**config.mk**
```make
export PLATFORM = sky130hd
export DESIGN_NAME = axil_regfile_responder
export DESIGN_NICKNAME = d
export VERILOG_FILES = /design/src/rtl/axil_regfile_responder.sv
export SDC_FILE = /design/constraint.sdc
export NUM_CORES = 1
export LEC_CHECK = 0
export CAP_MARGIN = 25
export CORE_MARGIN = 8
export CORE_UTILIZATION = 58
export CTS_CLUSTER_DIAMETER = 40
export DETAILED_ROUTE_END_ITERATION = 12
export GPL_ROUTABILITY_DRIVEN = 1
export PLACE_DENSITY = 0.81
export SKIP_LAST_GASP = 1
export SYNTH_ARGS = -nofsm -noshare
export SYNTH_HDL_FRONTEND = slang
export SYNTH_SLANG_ARGS = --single-unit
```
**constraint.sdc**
```tcl
create_clock -name clk -period 2.7 [get_ports clk]
set_clock_uncertainty 0.15 [all_clocks]
set_input_delay 0.675 -clock clk [delete_from_list [all_inputs] [get_ports clk]]
set_output_delay 0.675 -clock clk [all_outputs]
set_load 0.1 [all_outputs]
```
**src/rtl/axil_regfile_responder.sv**
```systemverilog
// AXI-Lite register bank responder with independent read/write channels.
// Optional byte-strobe support via macro AXIL_REGFILE_WSTRB_EN.
module axil_regfile_responder #(
   parameter int                    DATA_WIDTH = 32,
   parameter int                    ADDR_WIDTH = 32,
   parameter int                    NUM_REGS   = 8,
   parameter logic [ADDR_WIDTH-1:0] BASE_ADDR  = '0
) (
   input  logic                    clk,
   input  logic                    rst_n,
   input  logic [ADDR_WIDTH-1:0]   aw_addr,
   input  logic                    aw_valid,
   output logic                    aw_ready,
   input  logic [DATA_WIDTH-1:0]   w_data,
   input  logic [DATA_WIDTH/8-1:0] w_strb,
   input  logic                    w_valid,
   output logic                    w_ready,
   output logic [1:0]              b_resp,
   output logic                    b_valid,
   input  logic                    b_ready,
   input  logic [ADDR_WIDTH-1:0]   ar_addr,
   input  logic                    ar_valid,
   output logic                    ar_ready,
   output logic [DATA_WIDTH-1:0]   r_data,
   output logic [1:0]              r_resp,
   output logic                    r_valid,
   input  logic                    r_ready
);

   localparam int IW = (NUM_REGS > 1) ? $clog2(NUM_REGS) : 1;
   localparam int SW = DATA_WIDTH / 8;
   localparam logic [1:0] RESP_OKAY   = 2'b00;
   localparam logic [1:0] RESP_SLVERR = 2'b10;
   localparam logic [ADDR_WIDTH-1:0] NREG = ADDR_WIDTH'(NUM_REGS);

   typedef enum logic {W_IDLE, W_RESP} wstate_t;
   typedef enum logic {R_IDLE, R_DATA} rstate_t;

   logic [DATA_WIDTH-1:0] r_regs [NUM_REGS];

   wstate_t               r_wstate;
   wstate_t               w_wstate_nxt;
   logic                  r_aw_got;
   logic                  r_w_got;
   logic [ADDR_WIDTH-1:0] r_awaddr;
   logic [DATA_WIDTH-1:0] r_wdata;
   logic [SW-1:0]         r_wstrb;

   logic                  w_aw_hs;
   logic                  w_w_hs;
   logic                  w_aw_got_nxt;
   logic                  w_w_got_nxt;
   logic                  w_awready_nxt;
   logic                  w_wready_nxt;
   logic                  w_bvalid_nxt;
   logic [1:0]            w_bresp_nxt;
   logic                  w_we;
   logic [ADDR_WIDTH-1:0] w_waddr;
   logic [ADDR_WIDTH-1:0] w_woff;
   logic [IW-1:0]         w_widx;
   logic                  w_win;
   logic [DATA_WIDTH-1:0] w_wdata_sel;
   logic [SW-1:0]         w_wstrb_sel;
   logic [DATA_WIDTH-1:0] w_wmerged;

   rstate_t               r_rstate;
   rstate_t               w_rstate_nxt;
   logic                  w_ar_hs;
   logic                  w_arready_nxt;
   logic                  w_rvalid_nxt;
   logic [1:0]            w_rresp_nxt;
   logic [DATA_WIDTH-1:0] w_rdata_nxt;
   logic [ADDR_WIDTH-1:0] w_roff;
   logic [IW-1:0]         w_ridx;
   logic                  w_rin;

   assign w_aw_hs = aw_valid & aw_ready;
   assign w_w_hs  = w_valid & w_ready;
   assign w_ar_hs = ar_valid & ar_ready;

   // The channel captured earlier is taken from its holding register.
   assign w_waddr     = r_aw_got ? r_awaddr : aw_addr;
   assign w_wdata_sel = r_w_got ? r_wdata : w_data;
   assign w_wstrb_sel = r_w_got ? r_wstrb : w_strb;

   assign w_woff = w_waddr - BASE_ADDR;
   assign w_widx = w_woff[IW+1:2];
   assign w_win  = (w_waddr >= BASE_ADDR) && ((w_woff >> 2) < NREG);

   assign w_roff = ar_addr - BASE_ADDR;
   assign w_ridx = w_roff[IW+1:2];
   assign w_rin  = (ar_addr >= BASE_ADDR) && ((w_roff >> 2) < NREG);

`ifdef AXIL_REGFILE_WSTRB_EN
   // Merge strobed bytes of the new data into the current word.
   always_comb begin
      w_wmerged = r_regs[w_widx];
      for (int b = 0; b < SW; b++) begin
         if (w_wstrb_sel[b]) w_wmerged[8*b +: 8] = w_wdata_sel[8*b +: 8];
      end
   end
`else
   logic w_unused_strb;
   assign w_unused_strb = ^w_wstrb_sel;
   // Strobes ignored: every write replaces the whole word.
   always_comb begin
      w_wmerged = w_wdata_sel;
   end
`endif

   // Write FSM next-state and response logic.
   always_comb begin
      w_wstate_nxt  = r_wstate;
      w_aw_got_nxt  = r_aw_got;
      w_w_got_nxt   = r_w_got;
      w_awready_nxt = aw_ready;
      w_wready_nxt  = w_ready;
      w_bvalid_nxt  = b_valid;
      w_bresp_nxt   = b_resp;
      w_we          = 1'b0;
      unique case (r_wstate)
         W_IDLE: begin
            w_aw_got_nxt  = r_aw_got | w_aw_hs;
            w_w_got_nxt   = r_w_got | w_w_hs;
            w_awready_nxt = ~w_aw_got_nxt;
            w_wready_nxt  = ~w_w_got_nxt;
            if (w_aw_got_nxt && w_w_got_nxt) begin
               w_wstate_nxt  = W_RESP;
               w_awready_nxt = 1'b0;
               w_wready_nxt  = 1'b0;
               w_bvalid_nxt  = 1'b1;
               w_bresp_nxt   = w_win ? RESP_OKAY : RESP_SLVERR;
               w_we          = w_win;
            end
         end
         W_RESP: begin
            if (b_valid && b_ready) begin
               w_wstate_nxt  = W_IDLE;
               w_aw_got_nxt  = 1'b0;
               w_w_got_nxt   = 1'b0;
               w_awready_nxt = 1'b1;
               w_wready_nxt  = 1'b1;
               w_bvalid_nxt  = 1'b0;
            end
         end
      endcase
   end

   // Write FSM state, channel capture and registered handshake outputs.
   always_ff @(posedge clk or negedge rst_n) begin
      if (!rst_n) begin
         r_wstate <= W_IDLE;
         r_aw_got <= 1'b0;
         r_w_got  <= 1'b0;
         r_awaddr <= '0;
         r_wdata  <= '0;
         r_wstrb  <= '0;
         aw_ready <= 1'b0;
         w_ready  <= 1'b0;
         b_valid  <= 1'b0;
         b_resp   <= RESP_OKAY;
      end else begin
         r_wstate <= w_wstate_nxt;
         r_aw_got <= w_aw_got_nxt;
         r_w_got  <= w_w_got_nxt;
         if (w_aw_hs) r_awaddr <= aw_addr;
         if (w_w_hs) begin
            r_wdata <= w_data;
            r_wstrb <= w_strb;
         end
         aw_ready <= w_awready_nxt;
         w_ready  <= w_wready_nxt;
         b_valid  <= w_bvalid_nxt;
         b_resp   <= w_bresp_nxt;
      end
   end

   // Register bank storage.
   always_ff @(posedge clk or negedge rst_n) begin
      if (!rst_n) begin
         for (int i = 0; i < NUM_REGS; i++) r_regs[i] <= '0;
      end else if (w_we) begin
         r_regs[w_widx] <= w_wmerged;
      end
   end

   // Read FSM next-state and response logic.
   always_comb begin
      w_rstate_nxt  = r_rstate;
      w_arready_nxt = ar_ready;
      w_rvalid_nxt  = r_valid;
      w_rresp_nxt   = r_resp;
      w_rdata_nxt   = r_data;
      unique case (r_rstate)
         R_IDLE: begin
            w_arready_nxt = 1'b1;
            if (w_ar_hs) begin
               w_rstate_nxt  = R_DATA;
               w_arready_nxt = 1'b0;
               w_rvalid_nxt  = 1'b1;
               w_rresp_nxt   = w_rin ? RESP_OKAY : RESP_SLVERR;
               w_rdata_nxt   = w_rin ? r_regs[w_ridx] : '0;
            end
         end
         R_DATA: begin
            if (r_valid && r_ready) begin
               w_rstate_nxt  = R_IDLE;
               w_arready_nxt = 1'b1;
               w_rvalid_nxt  = 1'b0;
            end
         end
      endcase
   end

   // Read FSM state and registered read response.
   always_ff @(posedge clk or negedge rst_n) begin
      if (!rst_n) begin
         r_rstate <= R_IDLE;
         ar_ready <= 1'b0;
         r_valid  <= 1'b0;
         r_resp   <= RESP_OKAY;
         r_data   <= '0;
      end else begin
         r_rstate <= w_rstate_nxt;
         ar_ready <= w_arready_nxt;
         r_valid  <= w_rvalid_nxt;
         r_resp   <= w_rresp_nxt;
         r_data   <= w_rdata_nxt;
      end
   end

endmodule

```
Fig. 1: run 1, clock nets
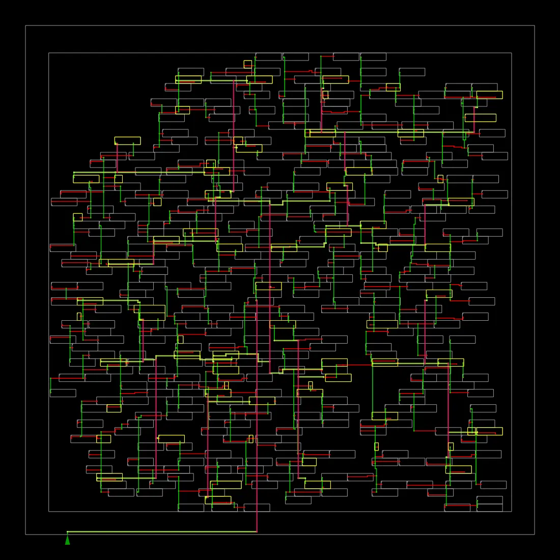
Clock Sinks: 361
Clk power: 5780 uW
CLK BUF: 55
flop count: 361

Fig. 2: run 1, cell sizes after repair
Scale bar: 50 um.
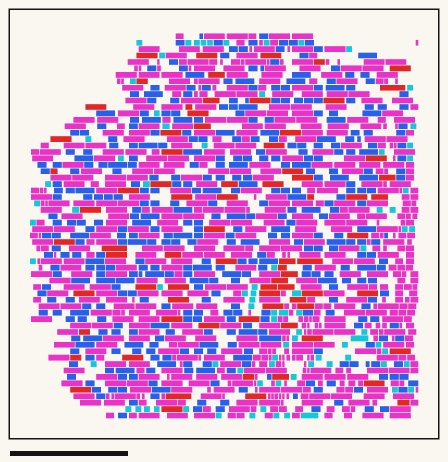
[x6 and larger] red | cells: 76
[x2] blue | cells: 423
[x1 and smaller] magenta | cells: 635
[x3 and x4] cyan | cells: 81

==> Slide: Implementation Results, run 1 <==
Synthesis and Place & Route Summary

Outcome
  – Run status: finished clean

STA
  – Endpoints failing setup: 0
  – Slew headroom: 65.4%
  – Pins over their slew limit: 0
  – Fin crit period: 2.65 ns
  – Endpoints failing hold: 0
  – Final Cycle Share: 98.0%
  – Final setup slack of the worst path: 0.0531 ns
  – Max Freq: 378 MHz
  – Worst Max-Slew Pin Slew: 0.519 ns

Layout
  – Layout cell share with drive strength beyond 1: 47.7%
  – Design area: 19300 um2
  – Final nets: 1293
  – Antenna Cells: 0
  – P&R area growth vs syn: 21.9%

Die
  – Die Ht: 181 um
  – Row count: 60
  – Core box area: 26900 um2
  – Starting Density: 58.8%
  – I/O pin cnt: 148
  – Full die area: 32800 um2
  – DIE WIDTH: 181 um

Synthesis
  – Cell Type Count: 30
  – Yosys top cell by instances: dfrtp_1
  – Yosys Chip Area: 15800 um2
  – Top cells by area, synth: dfrtp_1 (57%), mux2_2 (25%), mux4_2 (9.1%)
  – Async set-reset flop share out of synthesis: 100%
  – Post-synthesis sequential area ratio: 57.1%
  – XORs/XNORs by Area: 0%
  – Dominant register cell: dfrtp_1
  – Mux share: 36.1%
  – Post-synth top area cell: dfrtp_1
  – Flops after synth: 361
  – Adders+Majority by Area: 0%
  – Top cells by instance count after synthesis: dfrtp_1 (361), mux2_2 (347), mux4_2 (64)
  – Synth Area in Simple Gates: 2.90%
  – Number of enable flip-flop cells: 0
  – Top-area cell share: 57.1%
  – Top comb family, area: multiplexers
  – # Cells Yosys: 1019
  – Post-synthesis cell count: 1019
  – Synth Area in Compound Gates: 1.80%
  – Mapped cell area: 15800 um2
  – Synthesized area per cell: 15.5 um2
  – Ys Warns: 0

Power and ir drop
  – Net Sw Power: 4110 uW
  – Gate power share: 18.3%
  – Clock power share: 39.2%
  – Sequential Power Share: 42.5%
  – P_int: 10600 uW
  – Power Dens Cells: 765 nW/um2
  – Sw frac: 27.9%
  – Peak supply drop: 0.000573 V
  – Leak Pwr: 0.00916 uW

Global route
  – First-pass GRT wire length: 56400 um
  – Initial antenna violation count: 0
  – Total congestion overflow: 0
  – Vias in the first global route: 10300
  – Pin count of the biggest net entering global routing: 75
  – Global Route Usage Sum: 21.4%

Clocking
  – CTS tree: done
  – Root Buffer: clkbuf_16
  – Max Root-Sink Buffers: 3
  – TritonCTS Buffers: 43
  – Late-Pin Clk Latency: 0.52 ns
  – H-tree depth: 2
  – Clock-pin slew on the worst setup and hold paths: 0.06 ns

Critical path
  – CP startpoint kind: input port
  – WS Path Type: in2reg
  – CP required: 2.96 ns
  – Crit path DAT: 2.90 ns
  – CP Capture Type: flip-flop
  – Max FO, Critical Path: 9

Detailed routing
  – WL per Instance: 22.5 um
  – Initial DRC count: 725
  – Final wirelength: 35000 um
  – Vias/cell: 6.06
  – Detailed-route DRC error count: 0
  – First-pass iteration count of the detailed router: 5
  – Post-route ant nets: 0
  – Vias: 9430

Placed design
  – Detailed Place HPWL: 21000 um
  – Area post-placement: 17700 um2
  – Gpl congestion: 0.827
  – Port bufs: 137
  – Pre-CTS setup slack: -0.550 ns

Flow run
  – Max_cap viols: 0
  – Log Warnings: 34

Min path
  – Worst Hold Class: reg2reg
Fig. 3: run 1, metal 4
Supply wires on this layer in gray.
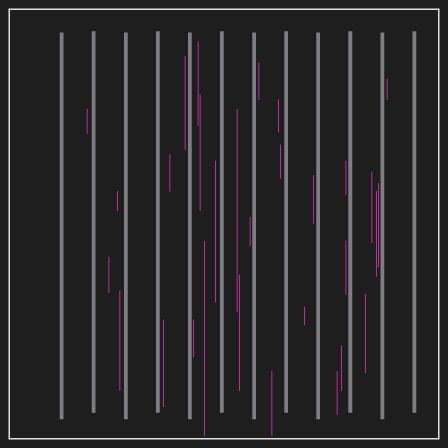
main direction: vertical
longest straight run: 85.7 um
share of all routed wire: 2.5%
nets with wire on the layer: 17
wire length on this layer: 872 um

run 1: worst max-delay path: stages:
cell             delay, ns
clkdlybuf4s50_1       0.44
nor4_2                0.36
nand4_1               0.14
buf_4                 0.18
a22oi_4               0.19
and4_4                0.32
buf_4                 0.22
mux2_2                0.35
run 1: per-stage QoR:
step / cells / total power, uW / hold WS [ns] / TNS (ns) / utilization, %
floorplan: 1020 / 8060 / 0.229 / 0 / -
global placement: 1475 / 8950 / 0.314 / -97.51 / 66.0
detailed placement: 1475 / 9040 / 0.321 / -108.92 / 66.0
CTS: 1550 / 14900 / 0.335 / 0 / 71.4
global route: 1556 / 15300 / 0.356 / -0.0684 / 71.7
finish: 1556 / 14700 / 0.330 / 0 / 71.7
run 1: registers in the layout, summed over array words and instances, names as in the netlist, 30 cells and up:
signal,flops
r_awaddr,30
r_data,32
r_regs,256
r_wdata,32
run 1: area by class of cell:
cell class | instances | area, um2
clock buffers | 55 | 1210
clock inverters | 19 | 228
fillers | 1706 | 7600
inverters | 2 | 7.51
multi-input cells | 592 | 6500
flip-flops and latches | 361 | 9030
well taps | 341 | 427
repair buffers | 186 | 1860
run 1: metal layers:
layer | up-vias | track usage [%] | routed length (um)
met5 | - | 0 | 0
met4 | 0 | 6.46 | 872
met3 | 71 | 3.77 | 1450
met2 | 220 | 36.2 | 17400
met1 | 4988 | 28.1 | 15200
li1 | 4151 | - | -
run 1: kinds of logic (layout without fill, tap and decap cells):
family	after synthesis	count (layout)
DFF	361	361
and+or+nand+nor	93	93
muxes	447	447
buffers and inverters	68	262
AOI/OAI and AO/OA	49	50
other	1	2
run 1: cells in the final DEF (no fill, tap or decap), types with 6 or more instances in the layout:
cell type,count
a21oi_1,6
buf_12,16
buf_4,70
clkbuf_16,46
clkdlybuf4s50_1,94
dfrtp_1,360
mux2_2,347
mux2i_1,33
mux4_2,64
nand2_1,47
nand4_1,11
nor4_1,15
o21ai_0,34
run 1: power by group through the flow:
stage          Combinational (uW)  Sequential (uW)  Clock, uW
3_3_place_gp                 2640             6300          0
3_5_place_dp                 2690             6350          0
5_1_grt                      2920             6320       6100
2_1_floorplan                1560             6500          0
4_1_cts                      2720             6260       5880
6_report                     2700             6270       5780
run 1: worst paths after layout:
| path | start | end | slack [ns] | cells past startpoint |
|---|---|---|---|---|
| worst max-delay path | aw_addr[13] | r_regs[24]$_DFFE_PN0P_ | 0.05 | 8 |
| worst min-delay path | r_data[19]$_DFFE_PN0P_ | r_data[19]$_DFFE_PN0P_ | 0.33 | 2 |
| max in group asynchronous | rst_n | r_regs[76]$_DFFE_PN0P_ | 1.10 | 3 |
| worst max register to register | r_aw_got$_DFFE_PN0P_ | r_regs[24]$_DFFE_PN0P_ | 0.19 | 6 |
| worst min register to register | r_data[19]$_DFFE_PN0P_ | r_data[19]$_DFFE_PN0P_ | 0.33 | 2 |
| min in group asynchronous | rst_n | r_awaddr[15]$_DFFE_PN0P_ | 0.51 | 2 |
run 1: timing repair:
item,CTS,global route
gates cloned,0,2
hold endpoints to repair,44,0
setup buffers,0,4
pin swaps,0,4
gates resized,2,4
endpoints found under the setup margin,17,85
hold buffers,1,0
==> run 2: changes to the inputs <==
--- a/config.mk
+++ b/config.mk
@@ -11,7 +11,9 @@
 export CTS_CLUSTER_DIAMETER = 40
 export DETAILED_ROUTE_END_ITERATION = 12
 export GPL_ROUTABILITY_DRIVEN = 1
+export GPL_TIMING_DRIVEN = 0
 export PLACE_DENSITY = 0.81
+export SKIP_CTS_REPAIR_TIMING = 1
 export SKIP_LAST_GASP = 1
 export SYNTH_ARGS = -nofsm -noshare
 export SYNTH_HDL_FRONTEND = slang
Fig. 4: run 2, clock wires, drivers and flops
Scale bar: 50 um.
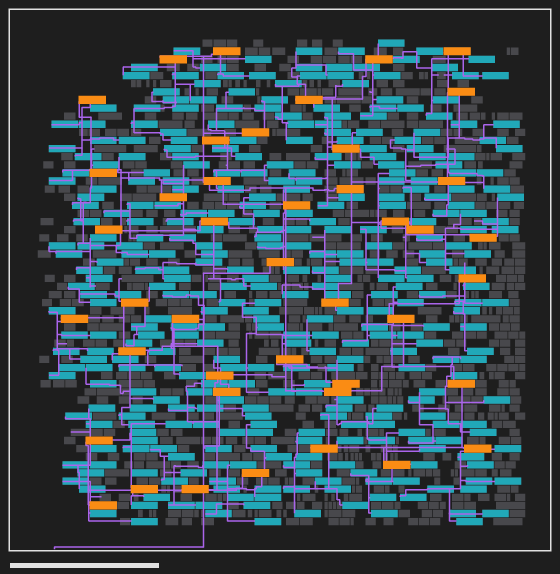
[flip-flops] cyan | count: 361
[clock-net drivers] orange | count: 43
[clock wires] purple | length: 4350 um
flops lie: spread over the die
routed clock nets: 44

==> Slide: Implementation Results, run 2 <==
Synthesis and Place & Route Summary

Placed design
  – Placed insts: 1498 (was 1475)
  – Port bufs: 134 (was 137)
  – Detailed Place HPWL: 23500 um (was 21000 um)

Layout
  – Largest Register: r_regs (unchanged)
  – Filler cell count: 1740 (was 1706)
  – Antenna Cells: 0 (unchanged)
  – Biggest regs: r_regs x256, r_data x32, r_wdata x32 (unchanged)
  – Top cell excl fill/tap: dfrtp_1 (unchanged)
  – Layout cell share with drive strength beyond 1: 43.5% (was 47.7%)
  – Max FFs per register: 256 (unchanged)
  – Fin util: 72.3% (was 71.7%)
  – Final nets: 1320 (was 1293)
  – Top Layout Cells: dfrtp_1 (361), mux2_2 (347), clkdlybuf4s50_1 (94), mux4_2 (64), nand2_1 (48) (was dfrtp_1 (360), mux2_2 (347), clkdlybuf4s50_1 (94), buf_4 (70), mux4_2 (64))

STA
  – Max Freq: 372 MHz (was 378 MHz)
  – Final Cycle Share: 99.5% (was 98.0%)
  – Endpoints failing setup: 0 (unchanged)
  – Endpoints failing hold: 0 (unchanged)

Critical path
  – Max incr delay on CP: 0.43 ns (was 0.44 ns)
  – CP required: 2.96 ns (about the same)
  – WS Path Type: in2reg (unchanged)
  – Crit path DAT: 2.94 ns (was 2.90 ns)
  – Worst path most repeated cell: buf_4 (unchanged)
  – Reg2Reg Capture Point: r_regs[91]$_DFFE_PN0P_ (was r_regs[24]$_DFFE_PN0P_)
  – R2R depth: 10 (was 6)
  – Max FO, Critical Path: 10 (was 9)
  – Buf/Inv on CP: 5 (was 3)
  – Reg2Reg Setup Slack: 0.08 ns (was 0.19 ns)
  – CP Capture Type: flip-flop (unchanged)
  – Reg-to-Reg Start: r_aw_got$_DFFE_PN0P_ (unchanged)
  – CP max stage cell: clkdlybuf4s50_1 (unchanged)

Synthesis
  – Post-synthesis cell count: 1019 (unchanged)
  – Mapped cell area: 15800 um2 (unchanged)
  – Yosys top cell by instances: dfrtp_1 (unchanged)
  – Adders+Majority by Area: 0% (unchanged)
  – Top-area cell share: 57.1% (unchanged)
  – Async set-reset flop share out of synthesis: 100% (unchanged)
  – Top cells by area, synth: dfrtp_1 (57%), mux2_2 (25%), mux4_2 (9.1%) (unchanged)
  – XORs/XNORs by Area: 0% (unchanged)
  – Synthesized area per cell: 15.5 um2 (unchanged)
  – Top cells by instance count after synthesis: dfrtp_1 (361), mux2_2 (347), mux4_2 (64) (unchanged)
  – Synth Area in Simple Gates: 2.90% (unchanged)
  – Post-synth top area cell: dfrtp_1 (unchanged)
  – Post-synthesis sequential area ratio: 57.1% (unchanged)
  – Cell Type Count: 30 (unchanged)
  – Ys Warns: 0 (unchanged)
  – Synth Area in Compound Gates: 1.80% (unchanged)

Detailed routing
  – Vias: 9550 (was 9430)
  – Vias/cell: 6.02 (was 6.06)
  – First-pass iteration count of the detailed router: 4 (was 5)
  – Post-route ant nets: 0 (unchanged)
  – Initial DRC count: 619 (was 725)
  – Final wirelength: 36700 um (was 35000 um)

Clocking
  – CTS tree: done (unchanged)
  – Max Root-Sink Buffers: 3 (unchanged)
  – Clock Sinks: 361 (unchanged)
  – Late-Pin Clk Latency: 0.53 ns (was 0.52 ns)
  – Root Buffer: clkbuf_16 (unchanged)

Die
  – Starting Density: 58.8% (unchanged)
  – Die Ht: 181 um (unchanged)
  – Row count: 60 (unchanged)
  – Core box area: 26900 um2 (unchanged)
  – I/O pin cnt: 148 (unchanged)

Global route
  – First-pass GRT wire length: 58100 um (was 56400 um)
  – Pin count of the biggest net entering global routing: 110 (was 75)
  – Vias in the first global route: 10300 (about the same)

Outcome
  – Run status: finished clean (unchanged)

Min path
  – Hold Crit Endpoint: r_data[5]$_DFFE_PN0P_ (was r_data[19]$_DFFE_PN0P_)

Power and ir drop
  – Leak Pwr: 0.00969 uW (was 0.00916 uW)
## run 2: routing by layer
layer,track usage [%],vias up,routed length [um]
met5,0,-,0
met4,7.41,0,796
met3,4.01,53,1680
met2,37.0,228,18300
met1,29.6,5076,15900
li1,-,4193,-
## run 2: cell type report
type / count / area share [%]
Tap cell: 341 / 2.20
Sequential cell: 361 / 46.5
Multi-Input combinational cell: 592 / 33.5
Inverter: 2 / 0.0386
Timing Repair Buffer: 148 / 8.29
Clock inverter: 25 / 1.60
Clock buffer: 53 / 5.94
Buffer: 65 / 2.00
## run 2: kinds of logic after synthesis
family,after synthesis
muxes,447
DFF,361
and+or+nand+nor,93
buffers and inverters,68
AOI/OAI and AO/OA,49
other,1
## run 2: power breakdown
group	internal (uW)	switching (uW)
Clock	3570	2330
Combinational	1080	1650
Sequential	5940	279
## run 2: worst max-delay path by stage
stage                                    endpoint  slack [ns]  cells after the start
final                      r_regs[91]$_DFFE_PN0P_        0.01                     10
after global routing       r_regs[45]$_DFFE_PN0P_       -0.09                      9
after CTS                 r_regs[252]$_DFFE_PN0P_       -0.33                      7
after detailed placement  r_regs[252]$_DFFE_PN0P_       -0.86                      7
after global placement    r_wdata[13]$_DFFE_PN0P_      -14.67                      1
after floorplan           r_regs[100]$_DFFE_PN0P_        0.04                      6
## run 2: worst register-to-register path: cells and delay by family, from the launching register on
kind	cells	cell delay [ns]
buf+inv	5	0.97
compound gates	1	0.16
flops	1	0.41
mux	1	0.32
simple gates	3	0.50
## run 2: per-stage QoR
step | hold slack, ns | TNS (ns) | setup slack [ns] | cell area (um2) | power [uW]
2_1_floorplan | 0.229 | 0 | 0.0400 | 15800 | 8060
3_3_place_gp | 0.313 | -5453.40 | -14.67 | 17600 | 8930
3_5_place_dp | 0.320 | -189.50 | -0.864 | 17700 | 9040
4_1_cts | -0.0801 | -40.81 | -0.331 | 19100 | 14900
5_1_grt | 0.349 | -5.86 | -0.0851 | 19400 | 15400
6_report | 0.322 | 0 | 0.0132 | 19400 | 14800
No activity file was given, so power comes from the tool's default toggle rates.
